--- config.mk ---
export PLATFORM = sky130hd
export DESIGN_NAME = vic_responder
export DESIGN_NICKNAME = d
export VERILOG_FILES = /design/src/rtl/vic_responder_pkg.sv /design/src/rtl/vic_responder_prio_enc.sv /design/src/rtl/vic_responder.sv
export SDC_FILE = /design/constraint.sdc
export NUM_CORES = 1
export LEC_CHECK = 0
export CAP_MARGIN = 0
export CORE_MARGIN = 5
export CORE_UTILIZATION = 50
export CTS_BUF_LIST = sky130_fd_sc_hd__clkbuf_8
export DETAILED_ROUTE_END_ITERATION = 12
export DONT_BUFFER_PORTS = 1
export REMOVE_ABC_BUFFERS = 1
export SYNTH_ARGS = -nofsm -noshare
export SYNTH_HDL_FRONTEND = slang
export SYNTH_SLANG_ARGS = --single-unit
--- constraint.sdc ---
create_clock -name wb_clk_i -period 1.17 [get_ports wb_clk_i]
set_input_delay 0.234 -clock wb_clk_i [delete_from_list [all_inputs] [get_ports wb_clk_i]]
set_output_delay 0.234 -clock wb_clk_i [all_outputs]
set_load 0.02 [all_outputs]
--- src/rtl/vic_responder_pkg.sv ---
// -----------------------------------------------------------------------------
// vic_responder_pkg
// Shared definitions for the vectored-interrupt responder: handshake state
// encoding, vector width, the default DVK peripheral vector map and a helper
// that sizes source-index buses.
// -----------------------------------------------------------------------------
package vic_responder_pkg;

    localparam int VEC_W = 16;

    // The CPU fetches a PS/PC pair from the vector, so a vector is always
    // longword aligned; bits [1:0] of a granted vector are cleared.
    localparam logic [VEC_W-1:0] VEC_ALIGN_MASK = 16'hFFFC;

    // Standard DVK peripheral vectors, in priority order (source 0 first).
    localparam logic [VEC_W-1:0] DVK_VEC_TTY_TX  = 16'o000064;
    localparam logic [VEC_W-1:0] DVK_VEC_TTY_RX  = 16'o000060;
    localparam logic [VEC_W-1:0] DVK_VEC_PTR     = 16'o000070;
    localparam logic [VEC_W-1:0] DVK_VEC_DISK    = 16'o000310;
    localparam logic [VEC_W-1:0] DVK_DEFAULT_VEC = 16'o000000;

    // Source k lives in bits [16k+15:16k].
    localparam logic [4*VEC_W-1:0] DVK_VECTORS =
        {DVK_VEC_DISK, DVK_VEC_PTR, DVK_VEC_TTY_RX, DVK_VEC_TTY_TX};

    typedef enum logic [1:0] {
        ST_IDLE = 2'd0,   // virq follows the registered pending set
        ST_HOLD = 2'd1,   // vector and iack held until the CPU drops istb
        ST_GAP  = 2'd2    // one quiet cycle so the acked source can drop its request
    } state_t;

    // Width of an index into n sources; never zero so a 1-source build works.
    function automatic int idx_width(input int n);
        return (n > 1) ? $clog2(n) : 1;
    endfunction

endpackage

--- src/rtl/vic_responder_prio_enc.sv ---
// -----------------------------------------------------------------------------
// vic_responder_prio_enc
// Fixed-priority encoder: index 0 has the highest priority.
// Ports:
//   req_i    in  N      request vector
//   valid_o  out 1      at least one request set
//   idx_o    out IDX_W  index of the lowest set request (0 when none)
// -----------------------------------------------------------------------------
module vic_responder_prio_enc
    import vic_responder_pkg::*;
#(
    parameter int N     = 4,
    parameter int IDX_W = idx_width(N)
) (
    input  logic [N-1:0]     req_i,
    output logic             valid_o,
    output logic [IDX_W-1:0] idx_o
);

    // NOTE: every output of an always_comb gets a value before any branch,
    // otherwise a path that skips the assignment infers a latch.
    always_comb begin
        valid_o = |req_i;
        idx_o   = '0;
        // Scan from the top down so the lowest set index is written last.
        for (int i = N - 1; i >= 0; i--) begin
            if (req_i[i]) begin
                idx_o = IDX_W'(i);
            end
        end
    end

endmodule

--- src/rtl/vic_responder.sv ---
// -----------------------------------------------------------------------------
// vic_responder
// Peripheral-side end of the vectored interrupt handshake. Collects level
// requests, raises virq, answers the CPU vector strobe with the winning
// source's vector and pulses irq_ack to that source for one cycle.
// Ports:
//   wb_clk_i  in  1     clock, rising edge
//   wb_rst_i  in  1     synchronous reset, active high
//   irq_req   in  NSRC  level requests, held until irq_ack
//   irq_mask  in  NSRC  1 = source disabled
//   irq_ack   out NSRC  one-cycle grant pulse to the winning source
//   virq      out 1     interrupt request to the CPU
//   istb      in  1     vector strobe from the CPU, held until iack
//   ivec      out 16    vector bus to the CPU
//   iack      out 1     vector valid
// -----------------------------------------------------------------------------
module vic_responder
    import vic_responder_pkg::*;
#(
    parameter int                        NSRC        = 4,
    parameter logic [NSRC*VEC_W-1:0]     VECTORS     = (NSRC*VEC_W)'(DVK_VECTORS),
    parameter logic [VEC_W-1:0]          DEFAULT_VEC = DVK_DEFAULT_VEC
) (
    input  logic              wb_clk_i,
    input  logic              wb_rst_i,
    input  logic [NSRC-1:0]   irq_req,
    input  logic [NSRC-1:0]   irq_mask,
    output logic [NSRC-1:0]   irq_ack,
    output logic              virq,
    input  logic              istb,
    output logic [VEC_W-1:0]  ivec,
    output logic              iack
);

    localparam int IDX_W = idx_width(NSRC);

    state_t              state_q, state_d;
    logic [NSRC-1:0]     pend_q, pend_d;
    logic                virq_q, virq_d;
    logic [VEC_W-1:0]    ivec_q, ivec_d;
    logic                iack_q, iack_d;
    logic [NSRC-1:0]     irq_ack_q, irq_ack_d;

    logic                win_valid;
    logic [IDX_W-1:0]    win_idx;
    logic [VEC_W-1:0]    win_vec;

    // Arbitration works on the registered pending set, so a request that
    // rises on the strobe sampling edge is not eligible for that grant.
    assign pend_d = irq_req & ~irq_mask;

    vic_responder_prio_enc #(
        .N     (NSRC),
        .IDX_W (IDX_W)
    ) u_prio_enc (
        .req_i   (pend_q),
        .valid_o (win_valid),
        .idx_o   (win_idx)
    );

    always_comb begin
        win_vec = '0;
        for (int k = 0; k < NSRC; k++) begin
            if (win_idx == IDX_W'(k)) begin
                win_vec = VECTORS[k*VEC_W +: VEC_W];
            end
        end
    end

    always_comb begin
        state_d   = state_q;
        ivec_d    = ivec_q;
        iack_d    = iack_q;
        irq_ack_d = '0;   // grant is a single-cycle pulse
        case (state_q)
            ST_IDLE: begin
                // A strobe already high on entry is treated as a new one.
                if (istb) begin
                    state_d = ST_HOLD;
                    iack_d  = 1'b1;
                    if (win_valid) begin
                        ivec_d    = win_vec & VEC_ALIGN_MASK;
                        irq_ack_d = NSRC'(1) << win_idx;
                    end else begin
                        // Source withdrew before the strobe: still answer.
                        ivec_d = DEFAULT_VEC;
                    end
                end
            end
            ST_HOLD: begin
                if (!istb) begin
                    state_d = ST_GAP;
                    iack_d  = 1'b0;
                    ivec_d  = '0;
                end
            end
            ST_GAP:  state_d = ST_IDLE;
            default: state_d = ST_IDLE;
        endcase
    end

    // virq is a true register: it shows |pend only while the FSM will sit
    // in IDLE, which also keeps it low through HOLD and GAP.
    assign virq_d = (state_d == ST_IDLE) && (|pend_d);

    // NOTE: state is updated with non-blocking assignments so every register
    // samples the pre-edge values regardless of statement order.
    always_ff @(posedge wb_clk_i) begin
        if (wb_rst_i) begin
            state_q   <= ST_IDLE;
            pend_q    <= '0;
            virq_q    <= 1'b0;
            ivec_q    <= '0;
            iack_q    <= 1'b0;
            irq_ack_q <= '0;
        end else begin
            state_q   <= state_d;
            pend_q    <= pend_d;
            virq_q    <= virq_d;
            ivec_q    <= ivec_d;
            iack_q    <= iack_d;
            irq_ack_q <= irq_ack_d;
        end
    end

    assign virq    = virq_q;
    assign ivec    = ivec_q;
    assign iack    = iack_q;
    assign irq_ack = irq_ack_q;

endmodule

clk_routes.png
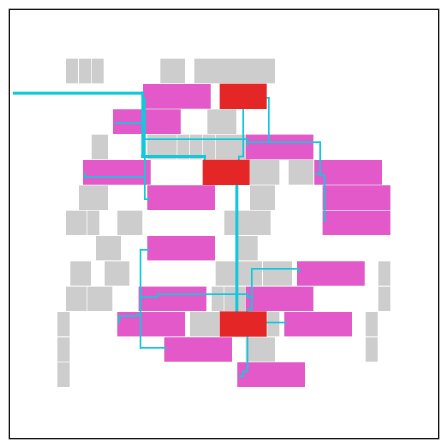
magenta -> flip-flops  # count 16
red -> clock drivers  # count 3
cyan -> clock wires  # length 167 um
routed clock nets = 4
Clk. pwr: 0.000388 W
Clock Power Share: 0.364
setup skew after layout: 0.00201 ns
insertion delay of the later-clocked pin in the worst-skew pair: 0.24 ns

power_grid.png
Pins as bars on the die edge. Tap cells in grey.
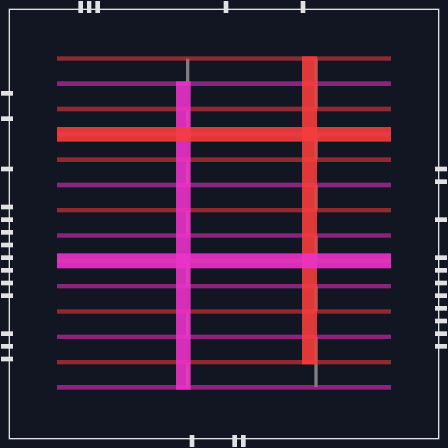
magenta -> VSS
red -> VDD
met1 rails = 14
tap cells = 15
met5 straps = 2
maximum VDD drop: 0.000786 V
Placeable Area: 0.00127 mm2
die extent in x: 46.0 um
overall die height: 46.0 um

==> notes.md <==
The implementation run finished. After synthesis, the chip area reported by Yosys is 648 um2. In the post-synthesis netlist, the cell with the most instances is sky130_fd_sc_hd__dfxtp_1. The largest individual stage delay along the critical path comes from the cell sky130_fd_sc_hd__nor4b_4. Last weighted congestion value of the routability-driven placer landed at 0.642. Final core utilization landed at 0.513. Fill cells in the final layout number 122. Mean instance size in the synthesized netlist landed at 10.5 um2. The flow measured a signed area growth from synthesis to layout of 0.386%. Non-clock buffer count in the final layout landed at 0. Number of rows in the core area landed at 13. Portion of total power attributed to sequential cells landed at 0.561. Number of cells in Yosys stat landed at 62.

The CTS log lists the clock sinks for this run as 16. The total overflow left after global routing is 0. Multi-input logic area landed at 263 um2.

In this run the cell area of the synthesized design comes to 648 um2. Critical path depth landed at 3. The stage logs contain a warning count of 26. Broken down by cell family, the worst path's largest delay share belongs to simple AND/OR/NAND/NOR gates.

TritonCTS built the clock tree. Post-cts hold-fix buffer tally landed at 0. Post-placement cell count landed at 73. Required arrival time at the worst endpoint landed at 1.36 ns. Number of remaining DRC errors landed at 0. Synthesis instantiated 24 different standard cells from the library. Dividing the final minimum period by the clock period gives 0.920. H-tree level count landed at 1. The highest metal layer carrying signal wires in the routed design is met4. STA classifies the critical path endpoint as a register. The worst setup path is launched from a register. The final layout contains 74 nets. Of the post-synthesis cell area, the dominant cell type holds 0.494. The first global-routing pass estimated 1200 um of wire.

In this run the clock root is driven by a sky130_fd_sc_hd__clkbuf_8. Count of placed standard cells in the final layout, fillers left out landed at 76. Per the cell usage report, the commonest logic cells after layout are 16 x sky130_fd_sc_hd__dfxtp_1, 10 x sky130_fd_sc_hd__conb_1, 5 x sky130_fd_sc_hd__nor2_1. Once placement finished, the instance area stood at 603 um2. Yosys attributes the largest share of cell area to sky130_fd_sc_hd__dfxtp_1 49%, sky130_fd_sc_hd__buf_4 15%, sky130_fd_sc_hd__nor4b_4 3.7%. Per the layout area report, the combinational fraction of cell area is 0.404. Post-synthesis xor/xnor area fraction landed at 0.0135. Per the final report, the share of cell area in clock cells is 0.0635. Clock buffer count landed at 3. The routed layout has 367 vias. The flow ran to the end, and the final reports show no timing, DRC or antenna violations.

Tap cell instance count landed at 15. The script extracted a net switching power of 0.000242 W. The die covers 0.00212 mm2. Worst-path maximum fanout landed at 6. The via count of the first global-routing pass is 305. The flow reports power dissipated in sequential cells as 0.000597 W. The area taken by sequential standard cells is reported as 320 um2.

Initial antenna violation count landed at 0. Sequential cell count landed at 16. The startpoint identified for the worst register-to-register timing path is state_q[0]$_SDFF_PP0_. Synthesized netlist cell count landed at 62. Total met2 wirelength after detailed routing landed at 334 um. Registers represent a cell area share of 0.492.
congestion.png
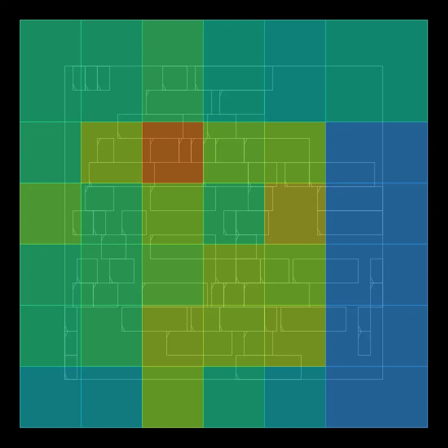
Wirelength per Cell: 11.4 um
grt peak-use layer: met1
fraction of met2 tracks used by global routing: 0.0962

Power is estimated from default activity; no workload was simulated.
